File: src/rtl/wfetch_pkg.sv
// Shared widths and FSM encoding for the dense-layer weight fetcher.
package wfetch_pkg;
    localparam int NUM_WEIGHTS_DEF = 507;
    localparam int ADDR_W_DEF      = 10;
    localparam int DATA_W_DEF      = 8;
    localparam int FIFO_DEPTH_DEF  = 2;

    typedef logic [1:0] wfetch_state_t;

    localparam wfetch_state_t ST_IDLE  = 2'd0;
    localparam wfetch_state_t ST_FETCH = 2'd1;
    localparam wfetch_state_t ST_DRAIN = 2'd2;
    localparam wfetch_state_t ST_DONE  = 2'd3;
endpackage

File: src/rtl/dense_weight_fetcher_if.sv
// Control, weight-memory and output-stream signals of the weight fetcher.
interface dense_weight_fetcher_if
    import wfetch_pkg::*;
#(
    parameter int ADDR_W = ADDR_W_DEF,
    parameter int DATA_W = DATA_W_DEF
);
    logic              start;
    logic [ADDR_W-1:0] base_addr;
    logic [ADDR_W:0]   length;
    logic              busy;
    logic              done;
    logic              mem_en;
    logic [ADDR_W-1:0] mem_addr;
    logic [DATA_W-1:0] mem_rdata;
    logic              m_valid;
    logic [DATA_W-1:0] m_data;
    logic              m_last;
    logic              m_ready;

    // Stream: a beat moves on any cycle with m_valid && m_ready; while m_valid is
    // high and m_ready low, m_data/m_last are held and m_valid never drops.
    modport master (
        input  start, base_addr, length, mem_rdata, m_ready,
        output busy, done, mem_en, mem_addr, m_valid, m_data, m_last
    );
    modport slave (
        output start, base_addr, length, mem_rdata, m_ready,
        input  busy, done, mem_en, mem_addr, m_valid, m_data, m_last
    );
endinterface

File: src/rtl/wfetch_fifo.sv
// Small synchronous FIFO holding {last, data} beats between the memory and the stream.
module wfetch_fifo
    import wfetch_pkg::*;
#(
    parameter int W     = DATA_W_DEF + 1,
    parameter int DEPTH = FIFO_DEPTH_DEF,
    parameter int CW    = $clog2(DEPTH + 1)
) (
    input  logic          clk,
    input  logic          rst,
    input  logic          push,
    input  logic          pop,
    input  logic [W-1:0]  din,
    output logic [CW-1:0] count,
    output logic [W-1:0]  head
);
    localparam int PW = $clog2(DEPTH);

    logic [W-1:0]  mem [DEPTH];
    logic [PW-1:0] wr_ptr, rd_ptr;

    function automatic logic [PW-1:0] ptr_next(input logic [PW-1:0] p);
        return (p == PW'(DEPTH - 1)) ? '0 : p + 1'b1;
    endfunction

    always_ff @(posedge clk) begin
        if (rst) begin
            wr_ptr <= '0;
            rd_ptr <= '0;
            count  <= '0;
        end else begin
            if (push) wr_ptr <= ptr_next(wr_ptr);
            if (pop)  rd_ptr <= ptr_next(rd_ptr);
            count <= count + CW'(push) - CW'(pop);
        end
    end

    always_ff @(posedge clk) begin
        if (push) mem[wr_ptr] <= din;
    end

    assign head = mem[rd_ptr];
endmodule

File: src/rtl/dense_weight_fetcher.sv
// Weight-memory read sequencer streaming LEN words from BASE (wrapping) over valid/ready.
// Optional build macro WFETCH_STALL_CNT_EN adds the stall_cycles counter port.
module dense_weight_fetcher
    import wfetch_pkg::*;
#(
    parameter int NUM_WEIGHTS = NUM_WEIGHTS_DEF,
    parameter int ADDR_W      = ADDR_W_DEF,
    parameter int DATA_W      = DATA_W_DEF,
    parameter int FIFO_DEPTH  = FIFO_DEPTH_DEF
) (
    input  logic                  clk,
    input  logic                  rst,
    dense_weight_fetcher_if.master bus,
    output wfetch_state_t         state_dbg
`ifdef WFETCH_STALL_CNT_EN
    ,
    output logic [31:0]           stall_cycles
`endif
);
    localparam int CW = $clog2(FIFO_DEPTH + 1);

    wfetch_state_t     state;
    logic [ADDR_W-1:0] addr;
    logic [ADDR_W:0]   len_q;
    logic [ADDR_W:0]   rd_cnt;
    logic              inflight;
    logic              inflight_last;
    logic [CW-1:0]     fifo_count;
    logic [DATA_W:0]   fifo_head;
    logic              start_ok;
    logic              pop;
    logic              issue;
    logic              last_rd;

    assign start_ok = (state == ST_IDLE) && bus.start;
    assign pop      = bus.m_valid && bus.m_ready;
    assign last_rd  = (rd_cnt == len_q - (ADDR_W + 1)'(1));

    // Credit check counts the beat leaving this cycle, so m_ready feeds mem_en directly.
    assign issue = (state == ST_FETCH) &&
                   (int'(fifo_count) + int'(inflight) < FIFO_DEPTH + int'(pop));

    always_ff @(posedge clk) begin
        if (rst) begin
            state         <= ST_IDLE;
            addr          <= '0;
            len_q         <= '0;
            rd_cnt        <= '0;
            inflight      <= 1'b0;
            inflight_last <= 1'b0;
        end else begin
            inflight      <= issue;
            inflight_last <= issue && last_rd;
            case (state)
                ST_IDLE: begin
                    if (start_ok) begin
                        addr   <= bus.base_addr;
                        len_q  <= bus.length;
                        rd_cnt <= '0;
                        state  <= (bus.length == '0) ? ST_DONE : ST_FETCH;
                    end
                end
                ST_FETCH: begin
                    if (issue) begin
                        addr   <= (addr == ADDR_W'(NUM_WEIGHTS - 1)) ? '0 : addr + 1'b1;
                        rd_cnt <= rd_cnt + 1'b1;
                        if (last_rd) state <= ST_DRAIN;
                    end
                end
                ST_DRAIN: begin
                    if (pop && bus.m_last) state <= ST_DONE;
                end
                default: state <= ST_IDLE;
            endcase
        end
    end

    wfetch_fifo #(
        .W     (DATA_W + 1),
        .DEPTH (FIFO_DEPTH),
        .CW    (CW)
    ) u_fifo (
        .clk   (clk),
        .rst   (rst),
        .push  (inflight),
        .pop   (pop),
        .din   ({inflight_last, bus.mem_rdata}),
        .count (fifo_count),
        .head  (fifo_head)
    );

    assign bus.mem_en   = issue;
    assign bus.mem_addr = addr;
    assign bus.m_valid  = (fifo_count != '0);
    assign bus.m_data   = bus.m_valid ? fifo_head[DATA_W-1:0] : '0;
    assign bus.m_last   = bus.m_valid && fifo_head[DATA_W];
    assign bus.busy     = (state == ST_FETCH) || (state == ST_DRAIN);
    assign bus.done     = (state == ST_DONE);
    assign state_dbg    = state;

`ifdef WFETCH_STALL_CNT_EN
    always_ff @(posedge clk) begin
        if (rst || start_ok) begin
            stall_cycles <= '0;
        end else if (bus.m_valid && !bus.m_ready && (stall_cycles != '1)) begin
            stall_cycles <= stall_cycles + 1'b1;
        end
    end
`endif
endmodule

File: src/flat_wrapper.sv
// flat-port wrapper written by rule: the top's interface ports become plain ports
module dense_weight_fetcher_flat import wfetch_pkg::*;
#(
    parameter int NUM_WEIGHTS = NUM_WEIGHTS_DEF,
    parameter int ADDR_W      = ADDR_W_DEF,
    parameter int DATA_W      = DATA_W_DEF,
    parameter int FIFO_DEPTH  = FIFO_DEPTH_DEF
)
  (clk, rst, state_dbg, bus_start, bus_base_addr, bus_length, bus_mem_rdata, bus_m_ready, bus_busy, bus_done, bus_mem_en, bus_mem_addr, bus_m_valid, bus_m_data, bus_m_last);
  dense_weight_fetcher_if #(.ADDR_W(ADDR_W), .DATA_W(DATA_W)) bus_i ();
  input  logic clk;
  input  logic rst;
  output wfetch_state_t state_dbg;
  input wire logic [$bits(bus_i.start)-1:0] bus_start;
  input wire logic [$bits(bus_i.base_addr)-1:0] bus_base_addr;
  input wire logic [$bits(bus_i.length)-1:0] bus_length;
  input wire logic [$bits(bus_i.mem_rdata)-1:0] bus_mem_rdata;
  input wire logic [$bits(bus_i.m_ready)-1:0] bus_m_ready;
  output wire logic [$bits(bus_i.busy)-1:0] bus_busy;
  output wire logic [$bits(bus_i.done)-1:0] bus_done;
  output wire logic [$bits(bus_i.mem_en)-1:0] bus_mem_en;
  output wire logic [$bits(bus_i.mem_addr)-1:0] bus_mem_addr;
  output wire logic [$bits(bus_i.m_valid)-1:0] bus_m_valid;
  output wire logic [$bits(bus_i.m_data)-1:0] bus_m_data;
  output wire logic [$bits(bus_i.m_last)-1:0] bus_m_last;
  assign bus_i.start = bus_start;
  assign bus_i.base_addr = bus_base_addr;
  assign bus_i.length = bus_length;
  assign bus_i.mem_rdata = bus_mem_rdata;
  assign bus_i.m_ready = bus_m_ready;
  assign bus_busy = bus_i.busy;
  assign bus_done = bus_i.done;
  assign bus_mem_en = bus_i.mem_en;
  assign bus_mem_addr = bus_i.mem_addr;
  assign bus_m_valid = bus_i.m_valid;
  assign bus_m_data = bus_i.m_data;
  assign bus_m_last = bus_i.m_last;
  dense_weight_fetcher #(.NUM_WEIGHTS(NUM_WEIGHTS), .ADDR_W(ADDR_W), .DATA_W(DATA_W), .FIFO_DEPTH(FIFO_DEPTH)) u_core (.clk(clk), .rst(rst), .bus(bus_i), .state_dbg(state_dbg));
endmodule
File: config.mk
export PLATFORM = sky130hd
export DESIGN_NAME = dense_weight_fetcher_flat
export DESIGN_NICKNAME = d
export VERILOG_FILES = /design/src/rtl/wfetch_pkg.sv /design/src/rtl/dense_weight_fetcher_if.sv /design/src/rtl/wfetch_fifo.sv /design/src/rtl/dense_weight_fetcher.sv /design/src/flat_wrapper.sv
export SDC_FILE = /design/constraint.sdc
export NUM_CORES = 1
export LEC_CHECK = 0
export CAP_MARGIN = 20
export CELL_PAD_IN_SITES_DETAIL_PLACEMENT = 1
export CELL_PAD_IN_SITES_GLOBAL_PLACEMENT = 1
export CORE_ASPECT_RATIO = 1.4
export CORE_MARGIN = 2
export CORE_UTILIZATION = 41
export CTS_BUF_LIST = sky130_fd_sc_hd__clkbuf_4 sky130_fd_sc_hd__clkbuf_8
export CTS_CLUSTER_DIAMETER = 40
export DETAILED_ROUTE_END_ITERATION = 7
export GPL_ROUTABILITY_DRIVEN = 0
export PLACE_DENSITY_LB_ADDON = 0.1
export SLEW_MARGIN = 0
export SYNTH_ARGS = -nofsm -noshare
export SYNTH_HDL_FRONTEND = slang
export SYNTH_HIERARCHICAL = 1
export SYNTH_SLANG_ARGS = --single-unit
File: constraint.sdc
create_clock -name clk -period 3.65 [get_ports clk]
set_input_delay 0.5475 -clock clk [delete_from_list [all_inputs] [get_ports clk]]
set_output_delay 0.5475 -clock clk [all_outputs]
set_load 0.02 [all_outputs]
==> results.sh <==
# source this file to load flow results
export IMPL_p_leak_uw=0.001495
export IMPL_cp_depth=9
export IMPL_postPlaceCellArea_um2=3815
export IMPL_hold_path_class="flop to flop"
export IMPL_synthFlopType="dfxtp_1"
export IMPL_r2r_cells=9
export IMPL_nets=455
export IMPL_power_density_nw_per_um2=733.0
export IMPL_clock_root_buffer="clkbuf_8"
export IMPL_setup_ws_ns=0.5626
export IMPL_max_cap_violations=0
export IMPL_top_cells_by_area="dfxtp_1, edfxtp_1, nand2_1"
export IMPL_n_antenna_cell=0
export IMPL_ant_nets=0
export IMPL_final_common_cell="clkdlybuf4s50_1"
export IMPL_synth_area_yosys_um2=3183
export IMPL_cts_buffer_depth=2
export IMPL_ys_cells=357
export IMPL_cp_max_fo=8
export IMPL_crit_path_end_kind="flop"
export IMPL_simple_gate_area_share_pct=21.78
export IMPL_largest_registers="u_core/u_fifo/mem x18, u_core/len_q x11, u_core/rd_cnt x11"
export IMPL_path_delay_family="AND-OR/OR-AND gates"
export IMPL_synth_top_cell_by_count="nand2_1"
export IMPL_fp_row_count=38
export IMPL_ys_sh_aoi_pct=15.02
export IMPL_rrSetupSlack_ns=0.56
export IMPL_syn_area_um2=3183
export IMPL_r2r_end="u_core/state_dbg[1]$_SDFFE_PP0P_"
export IMPL_cts_tree="built"
export IMPL_fp_util_pct=41.58
export IMPL_clockPowerShare_pct=24.6
export IMPL_slowest_stage="or4_1"
export IMPL_design_die_area_um2=8494
export IMPL_worst_slew_pin_transition_ns=0.8561
export IMPL_ys_ff=59
export IMPL_yosys_area_share_xor_xnor_pct=6.486
export IMPL_cts_buffers=9
export IMPL_drtPass1Iterations=4
export IMPL_synth_warnings=6
export IMPL_grt_pass1_wl_um=13430
export IMPL_area_delta_synth_final_pct=27.55
export IMPL_ios=58
export IMPL_finalMaxSlewViolations=0
export IMPL_status="complete, no violations"
export IMPL_start_kind="flop"
export IMPL_switching_share_pct=37.97
export IMPL_intPower_uw=1846
export IMPL_finalNonFillerCells=515
export IMPL_finalSetupViolations=0
export IMPL_pwr_share_seq_pct=31.4
export IMPL_postCtsResizedCells=0
export IMPL_largest_reg_flops=18
export IMPL_grt_max_degree=28
export IMPL_synthMuxAreaShare_pct=4.874
export IMPL_cts_hold_buf=0
export IMPL_top_area_share_pct=25.79
export IMPL_io_buffers=57
export IMPL_ys_seq_share_pct=42.77
export IMPL_drive_gt1_share_pct=8.916
export IMPL_tns_ns=0
export IMPL_largest_register="u_core/u_fifo/mem"
export IMPL_finalPower_uw=2976
export IMPL_clk_latency_ns=0.35
export IMPL_period_used_pct=84.59
export IMPL_post_dp_hpwl_um=6220
export IMPL_required_ns=3.89
export IMPL_power_switching_uw=1130
export IMPL_cts_sinks=59
export IMPL_nFillCells=923
export IMPL_cp_buffers_inverters=1
export IMPL_dp_slack_ns=0.5643
export IMPL_cp_arrival_ns=3.33
export IMPL_grt_overflow_total=0
export IMPL_fp_coreArea_um2=7655
export IMPL_irDropWorstVdd_mv=0.4261
export IMPL_period_minus_slack_ns=3.087
export IMPL_design_area_um2=4060
export IMPL_netlist_top_cells_count="nand2_1, dfxtp_1, nor2_1"
export IMPL_synthTopLogicFamily="simple AND/OR/NAND/NOR gates"
export IMPL_htreeDepth=3
export IMPL_edf_count=18
export IMPL_rsz0062_at_grt="no"
export IMPL_warnings=30
export IMPL_clkTransAtPathRegs_ns=0.07
export IMPL_hold_viol=0
export IMPL_max_stage_delay_ns=0.51
export IMPL_synth_cell_types=50
export IMPL_crit_start="u_core/len_q[0]$_SDFFE_PP0P_"
export IMPL_die_y_um=108.3
export IMPL_path_class="flop to flop"
export IMPL_avgSynthCellArea_um2=8.916
export IMPL_syn_inst=357
export IMPL_die_width_um=78.47
export IMPL_endpoint="u_core/state_dbg[1]$_SDFFE_PP0P_"
export IMPL_postCtsSetupRepairBufs=0
export IMPL_placed_cells=499
export IMPL_top_area_cell="dfxtp_1"
export IMPL_antenna_found_initial=0
export IMPL_grt_pass1_vias=2793
export IMPL_synth_nets=402
export IMPL_drc=0
export IMPL_holdWs_ns=0.4330
export IMPL_lay_top_cells="clkdlybuf4s50_1, nand2_1, dfxtp_1"
export IMPL_initialDrtViolationCount=108
export IMPL_crit_chain="inv_1 -> ha_1 -> xnor2_1 -> a211o_1 -> or4_1 -> a211oi_1 -> nand4_1 -> a221oi_2 -> mux2_1"
export IMPL_relSlewSlack_pct=42.81
export IMPL_fmax_mhz=323.9
export IMPL_rr_startpoint="u_core/len_q[0]$_SDFFE_PP0P_"
export IMPL_pwr_share_comb_pct=44.0
export IMPL_viasPerCell=5.410
export IMPL_fa_ha_area_share_pct=4.717
export IMPL_fin_worst_skew_ns=0.01069
==> worst min path at each step <==
stage,from,to,cells past startpoint
after floorplan,u_core/inflight_last$_SDFF_PP0_,u_core/u_fifo/mem[0][8]$_DFFE_PP_,0
final,u_core/inflight_last$_SDFF_PP0_,u_core/u_fifo/mem[1][8]$_DFFE_PP_,0
after CTS,u_core/inflight_last$_SDFF_PP0_,u_core/u_fifo/mem[1][8]$_DFFE_PP_,0
after global routing,u_core/inflight_last$_SDFF_PP0_,u_core/u_fifo/mem[0][8]$_DFFE_PP_,0
after global placement,u_core/inflight_last$_SDFF_PP0_,u_core/u_fifo/mem[0][8]$_DFFE_PP_,0
after detailed placement,u_core/inflight_last$_SDFF_PP0_,u_core/u_fifo/mem[1][8]$_DFFE_PP_,0
==> power by group through the flow <==
stage / combinational, µW / sequential (µW) / clock [µW]
6_report: 1310 / 936 / 732
5_1_grt: 1430 / 959 / 781
4_1_cts: 1320 / 939 / 752
3_5_place_dp: 1310 / 952 / 0
3_3_place_gp: 1290 / 948 / 0
2_1_floorplan: 840 / 945 / 0
==> layer usage <==
metal  vias up  share of wire (%)  wire (µm)
li1       1365                  -          -
met1      1339                 42       3408
met2        61                 52       4247
met3        21                3.2        259
met4         0                3.1        257
met5         -                  0          0
==> cell type report <==
| type | instances | area, µm² | area share [%] |
|---|---|---|---|
| clock buffer | 10 | 131.4 | 3.236 |
| inverter | 14 | 52.55 | 1.294 |
| multi-input combinational | 266 | 1683 | 41.45 |
| timing repair buffer | 60 | 593.1 | 14.61 |
| tap | 100 | 125.1 | 3.082 |
| clock inverter | 6 | 113.9 | 2.804 |
| sequential | 59 | 1361 | 33.53 |
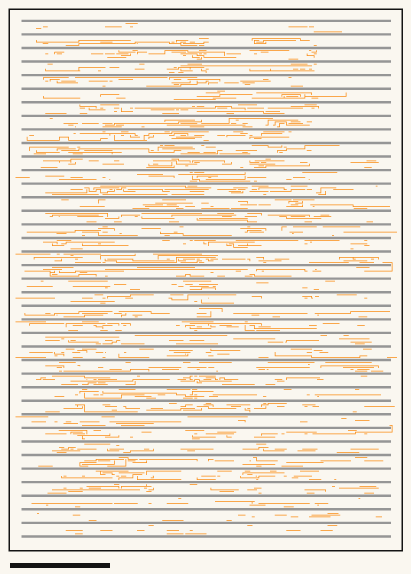
**Above:** met1 routing.
Scale bar: 20 µm. Supply wires on this layer in gray.
The longest straight run is 28.5 µm. 406 nets have wire on it. The layer carries 3410 µm of wire. The layer holds 42% of the routed length. The wires run mostly horizontal.
grt met1 use: 22.69%
via count: 2786
DRT Wirelength: 8173 µm

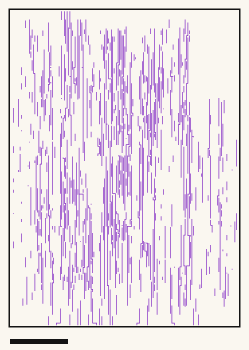
**Above:** signal wires on met2.
Scale bar: 20 µm.
The longest straight run is 41.1 µm. The layer carries 4250 µm of wire. 395 nets have wire on it.
met2 usage: 37.01%

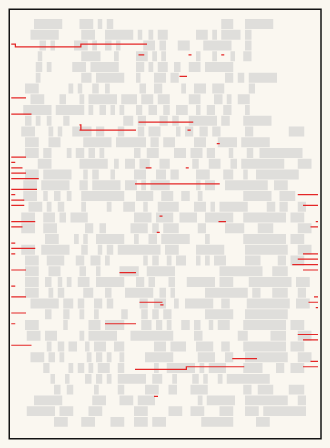
**Above:** M3 wires.
46 nets have wire on it. The layer holds 3.2% of the routed length.
GR Layer Usage met3: 4.007%

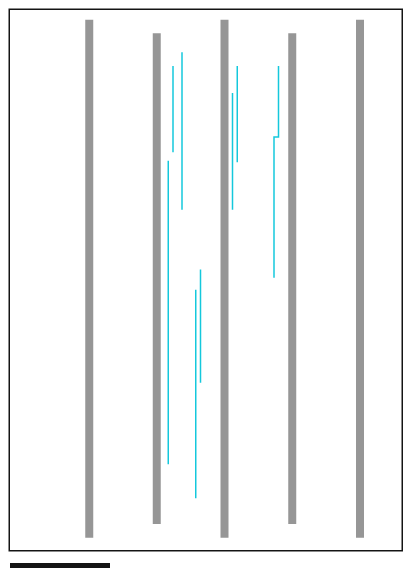
**Above:** the metal 4 layer.
Scale bar: 20 µm. Supply wires on this layer in gray.
The layer carries 258 µm of wire. The longest straight run is 60.5 µm. The wires run mostly vertical. 7 nets have wire on it.

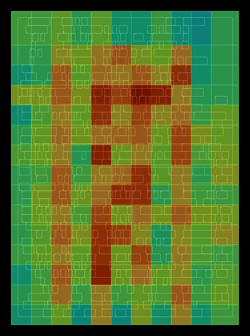
**Above:** track usage over the die.
mean routed wirelength per cell: 15.87 µm
global route hottest layer: met2
GRT Util Overall: 20.58%
Core Util, Final: 53.04%

No activity file was given, so power comes from the tool's default toggle rates.
